## config.mk

```make
export PLATFORM = sky130hd
export DESIGN_NAME = if_fetch_ctrl
export DESIGN_NICKNAME = d
export VERILOG_FILES = /design/src/rtl/musa_if_pkg.sv /design/src/rtl/ifid_pipe_reg.sv /design/src/rtl/if_fetch_ctrl.sv
export SDC_FILE = /design/constraint.sdc
export NUM_CORES = 1
export LEC_CHECK = 0
export ABC_AREA = 1
export ABC_CLOCK_PERIOD_IN_PS = 2800
export CORE_MARGIN = 2
export CORE_UTILIZATION = 50
export CTS_CLUSTER_SIZE = 28
export DETAILED_ROUTE_END_ITERATION = 7
export MAX_ROUTING_LAYER = met4
export PLACE_DENSITY = 0.8
export SKIP_CTS_REPAIR_TIMING = 1
export SLEW_MARGIN = 0
export SYNTH_ARGS = -nofsm -noshare
export SYNTH_HDL_FRONTEND = slang
export SYNTH_HIERARCHICAL = 1
export SYNTH_SLANG_ARGS = --single-unit
```

## constraint.sdc

```tcl
create_clock -name clk -period 2.8 [get_ports clk]
set_clock_uncertainty 0.15 [all_clocks]
set_input_delay 0.7 -clock clk [delete_from_list [all_inputs] [get_ports clk]]
set_output_delay 0.7 -clock clk [all_outputs]
set_load 0.05 [all_outputs]
```

## src/rtl/musa_if_pkg.sv

```systemverilog
// rtl/musa_if_pkg.sv - shared types and constants for the MUSA IF stage
//
// Contents:
//   fetch_state_t     fetch FSM states (BOOT/FETCH/DRAIN/HOLD)
//   NOP_INSTR         instruction value presented by IF/ID after reset
//   DEFAULT_RESET_PC  default PC loaded on reset
package musa_if_pkg;

   typedef enum logic [1:0] {
      ST_BOOT  = 2'd0,
      ST_FETCH = 2'd1,
      ST_DRAIN = 2'd2,
      ST_HOLD  = 2'd3
   } fetch_state_t;

   localparam logic [31:0] NOP_INSTR        = 32'h0000_0000;
   localparam logic [31:0] DEFAULT_RESET_PC = 32'h0000_0000;

endpackage

```

## src/rtl/ifid_pipe_reg.sv

```systemverilog
// rtl/ifid_pipe_reg.sv - IF/ID pipeline register with a one-entry hold buffer
//
// Ports:
//   clk, rst_n     clock, asynchronous active-low reset
//   load           IF/ID <= {in_instr, in_pc_next}, valid=1
//   capture        hold buffer <= {in_instr, in_pc_next} (IF/ID unchanged)
//   unload         IF/ID <= hold buffer, valid=1, buffer emptied
//   bubble         IF/ID valid <= 0, instr/pc_next hold
//   kill           IF/ID valid <= 0 and buffer emptied; overrides all others
//   in_instr       incoming instruction
//   in_pc_next     incoming link value (PC+1)
//   ifid_valid     IF/ID holds a live instruction
//   ifid_instr     IF/ID instruction
//   ifid_pc_next   IF/ID link value
module ifid_pipe_reg
   import musa_if_pkg::*;
#(
   parameter int ADDR_W = 32,
   parameter int DATA_W = 32
) (
   input  logic              clk,
   input  logic              rst_n,
   input  logic              load,
   input  logic              capture,
   input  logic              unload,
   input  logic              bubble,
   input  logic              kill,
   input  logic [DATA_W-1:0] in_instr,
   input  logic [ADDR_W-1:0] in_pc_next,
   output logic              ifid_valid,
   output logic [DATA_W-1:0] ifid_instr,
   output logic [ADDR_W-1:0] ifid_pc_next
);

   logic              buf_valid;
   logic [DATA_W-1:0] buf_instr;
   logic [ADDR_W-1:0] buf_pc_next;

   always_ff @(posedge clk or negedge rst_n) begin
      if (!rst_n) begin
         ifid_valid   <= 1'b0;
         ifid_instr   <= DATA_W'(NOP_INSTR);
         ifid_pc_next <= '0;
         buf_valid    <= 1'b0;
         buf_instr    <= DATA_W'(NOP_INSTR);
         buf_pc_next  <= '0;
      end else begin
         if (kill) begin
            ifid_valid <= 1'b0;
            buf_valid  <= 1'b0;
         end else if (load) begin
            ifid_valid   <= 1'b1;
            ifid_instr   <= in_instr;
            ifid_pc_next <= in_pc_next;
         end else if (unload && buf_valid) begin
            ifid_valid   <= 1'b1;
            ifid_instr   <= buf_instr;
            ifid_pc_next <= buf_pc_next;
            buf_valid    <= 1'b0;
         end else if (bubble) begin
            ifid_valid <= 1'b0;
         end

         if (capture && !kill) begin
            buf_valid   <= 1'b1;
            buf_instr   <= in_instr;
            buf_pc_next <= in_pc_next;
         end
      end
   end

endmodule

```

## src/rtl/if_fetch_ctrl.sv

```systemverilog
// rtl/if_fetch_ctrl.sv - MUSA instruction-fetch controller (PC, imem handshake, redirects)
//
// Ports:
//   clk, rst_n      clock, asynchronous active-low reset
//   pc_out          current PC, to the PC incrementer
//   pc_plus1        pc_out+1 returned from the incrementer
//   branch_taken    one-cycle redirect strobe, branch_target valid with it
//   stall           ID not accepting; IF/ID holds
//   imem_req        level fetch request (FETCH and DRAIN)
//   imem_addr       in-flight fetch address
//   imem_ack        one-cycle completion, imem_rdata valid
//   imem_rdata      fetched instruction
//   ifid_valid      IF/ID holds a live instruction
//   ifid_instr      IF/ID instruction
//   ifid_pc_next    link value (PC+1) of that instruction
module if_fetch_ctrl
   import musa_if_pkg::*;
#(
   parameter int                ADDR_W   = 32,
   parameter int                DATA_W   = 32,
   parameter logic [ADDR_W-1:0] RESET_PC = ADDR_W'(DEFAULT_RESET_PC)
) (
   input  logic              clk,
   input  logic              rst_n,
   output logic [ADDR_W-1:0] pc_out,
   input  logic [ADDR_W-1:0] pc_plus1,
   input  logic              branch_taken,
   input  logic [ADDR_W-1:0] branch_target,
   input  logic              stall,
   output logic              imem_req,
   output logic [ADDR_W-1:0] imem_addr,
   input  logic              imem_ack,
   input  logic [DATA_W-1:0] imem_rdata,
   output logic              ifid_valid,
   output logic [DATA_W-1:0] ifid_instr,
   output logic [ADDR_W-1:0] ifid_pc_next
);

   fetch_state_t      state, state_d;
   logic [ADDR_W-1:0] pc, pc_d;
   logic [ADDR_W-1:0] addr_q;
   logic              load, capture, unload, bubble, kill;

   always_ff @(posedge clk or negedge rst_n) begin
      if (!rst_n) begin
         state  <= ST_BOOT;
         pc     <= RESET_PC;
         addr_q <= RESET_PC;
      end else begin
         state <= state_d;
         pc    <= pc_d;
         // The request address follows the PC except in DRAIN, where the
         // abandoned request must keep its original address until acked.
         if (state_d != ST_DRAIN) begin
            addr_q <= pc_d;
         end
      end
   end

   always_comb begin
      state_d = state;
      pc_d    = pc;
      load    = 1'b0;
      capture = 1'b0;
      unload  = 1'b0;
      bubble  = 1'b0;
      kill    = 1'b0;

      case (state)
         ST_BOOT: begin
            state_d = ST_FETCH;
         end
         ST_FETCH: begin
            if (imem_ack && !stall) begin
               load = 1'b1;
               pc_d = pc_plus1;
            end else if (imem_ack) begin
               capture = 1'b1;
               pc_d    = pc_plus1;
               state_d = ST_HOLD;
            end else if (!stall) begin
               bubble = 1'b1;
            end
         end
         ST_HOLD: begin
            if (!stall) begin
               unload  = 1'b1;
               state_d = ST_FETCH;
            end
         end
         ST_DRAIN: begin
            if (imem_ack) begin
               state_d = ST_FETCH;
            end
            if (!stall) begin
               bubble = 1'b1;
            end
         end
         default: begin
            state_d = ST_BOOT;
         end
      endcase

      // Redirect wins over everything. If a request is still outstanding
      // (no ack this cycle) it must be drained before the target is fetched.
      if (branch_taken) begin
         load    = 1'b0;
         capture = 1'b0;
         unload  = 1'b0;
         bubble  = 1'b0;
         kill    = 1'b1;
         pc_d    = branch_target;
         if ((state == ST_FETCH || state == ST_DRAIN) && !imem_ack) begin
            state_d = ST_DRAIN;
         end else begin
            state_d = ST_FETCH;
         end
      end
   end

   assign pc_out    = pc;
   assign imem_req  = (state == ST_FETCH) || (state == ST_DRAIN);
   assign imem_addr = addr_q;

   ifid_pipe_reg #(
      .ADDR_W (ADDR_W),
      .DATA_W (DATA_W)
   ) u_ifid (
      .clk          (clk),
      .rst_n        (rst_n),
      .load         (load),
      .capture      (capture),
      .unload       (unload),
      .bubble       (bubble),
      .kill         (kill),
      .in_instr     (imem_rdata),
      .in_pc_next   (pc_plus1),
      .ifid_valid   (ifid_valid),
      .ifid_instr   (ifid_instr),
      .ifid_pc_next (ifid_pc_next)
   );

endmodule
```

==> CHANGELOG.md <==
### Physical design

* Reg2reg path depth at 10
* Hold Crit Start: u_ifid/buf_pc_next[18]$_DFFE_PN0P_
* Switching Fraction at 45.1%
* Top-area cell share at 51.0%
* Final min period at 2.50 ns
* Worst Slack Setup Final at 0.301 ns
* Worst R2R Start: state[1]$_DFF_PN0_
* First element of the critical path: u_ifid/ifid_valid$_DFFE_PN0P_
* Max Clock Freq at 0.400 GHz
* Comb pwr at 6.74 mW
* Setup violations, final at 0
* Share of post-route cells with drive strength above 1 at a little over 8%
* Cycle use final at about nine tenths
* RD Place Congestion at 0.811
* Buf/Inv on CP at 1
* Initial DRC count at 545
* Simple share at 34.4%
* Gr ovfl total at 0
* Vias per inst at 5.35
* Synth mux share at 0%
* I/O Pins at between 200 and 250
* Tool warning count at 32
* Sequential share of power at 33.4%
* Core Region at 18,800 µm²
* Setup CP Type: flip-flop to output pin
* Finished Layout Cells at 1,567
* Area after DPL at 11,900 µm²
* Total Power at 13.8 mW
* Max IR drop VDD at 0.000512 V
* DRC Markers at 0
* Worst EP arrival at 1.65 ns
* YS chip area at 9610 µm²
* Maxcap violations at 0
* Chip footprint at 20,300 µm²
* Combinational gate area at 4100 µm²
* Hold path cells at 2
* Worst EP required at between 1.5 and 2 ns
* Final hold vios at 0
* DR top layer: met4
* CTS clk-pin slew, worst paths at around 0.060 ns
* Outcome: finished clean
* Hold WC Path Type: flip-flop to flip-flop
* Post-synth seq share at 51.0%
## final cells by class
class / instances / share of cell area (%)
multi-input cells: 839 / 32.7
diodes: 3 / 0.0598
flip-flops and latches: 196 / 39.1
well taps: 234 / 2.33
repair buffers: 257 / 20.9
clock inverters: 8 / 1.03
clock buffers: 21 / 3.59
inverters: 9 / 0.309
## synth_stat cells
cell type	n
a31oi_4	32
inv_2	5
buf_12	2
nor2_1	32
nand3_1	195
nand2_2	3
buf_2	40
o21ai_1	1
nand3_2	3
nand2_1	555
ha_1	7
clkbuf_1	5
nand3b_1	1
buf_4	21
inv_1	4
o21ai_0	1
dfrtp_1	196
buf_8	1
buf_6	14
nor2_2	7
nand2_4	2
==> images/met1.png <==
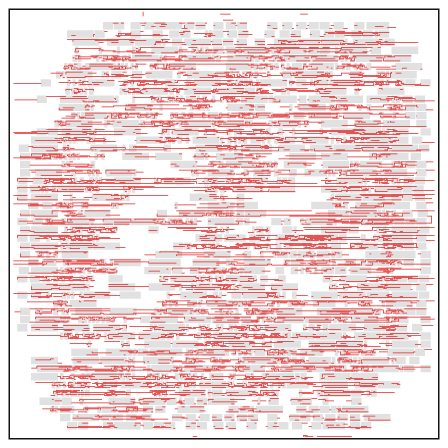
1,235 nets have wire on it. The layer holds 44% of the routed length. The wires run mostly horizontal. The longest straight run is 45.1 µm. The layer carries 11,500 µm of wire.
routed vias: 8,386
met1 usage: 36.5%
WL final: 25,800 µm

==> images/met2.png <==
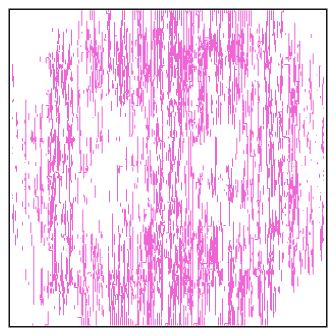
The wires run mostly vertical. The layer holds 47% of the routed length. 1,119 nets have wire on it.
M2 GR Usage: 40.1%

==> images/met3.png <==
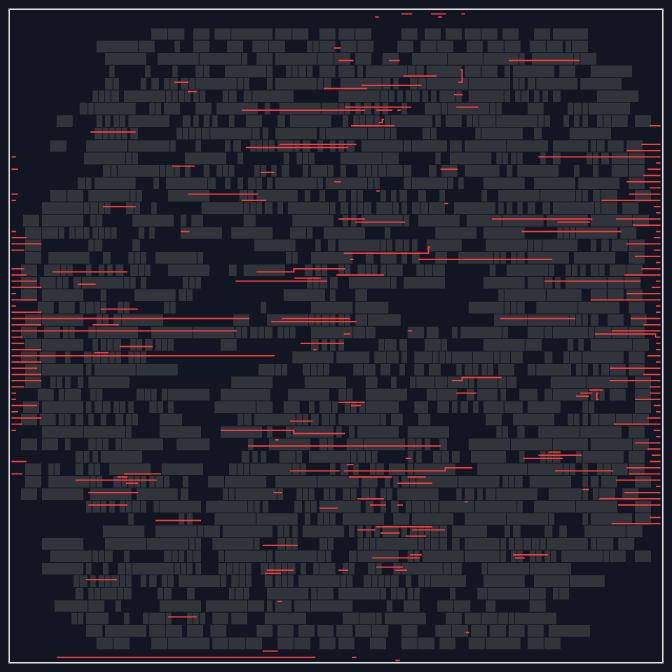
The longest straight run is 57.3 µm. The layer carries 1,520 µm of wire. The wires run mostly horizontal. 172 nets have wire on it.
routing usage on met3: 4.90%

==> images/met4.png <==
Bar = 50 µm.
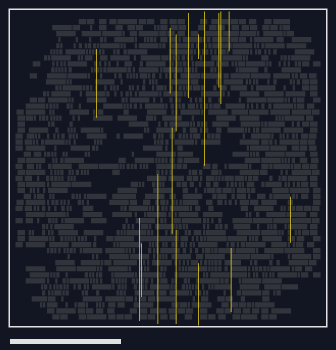
The longest straight run is 69.4 µm. The wires run mostly vertical. The layer carries 618 µm of wire.

Power and IR drop assume default switching activity.
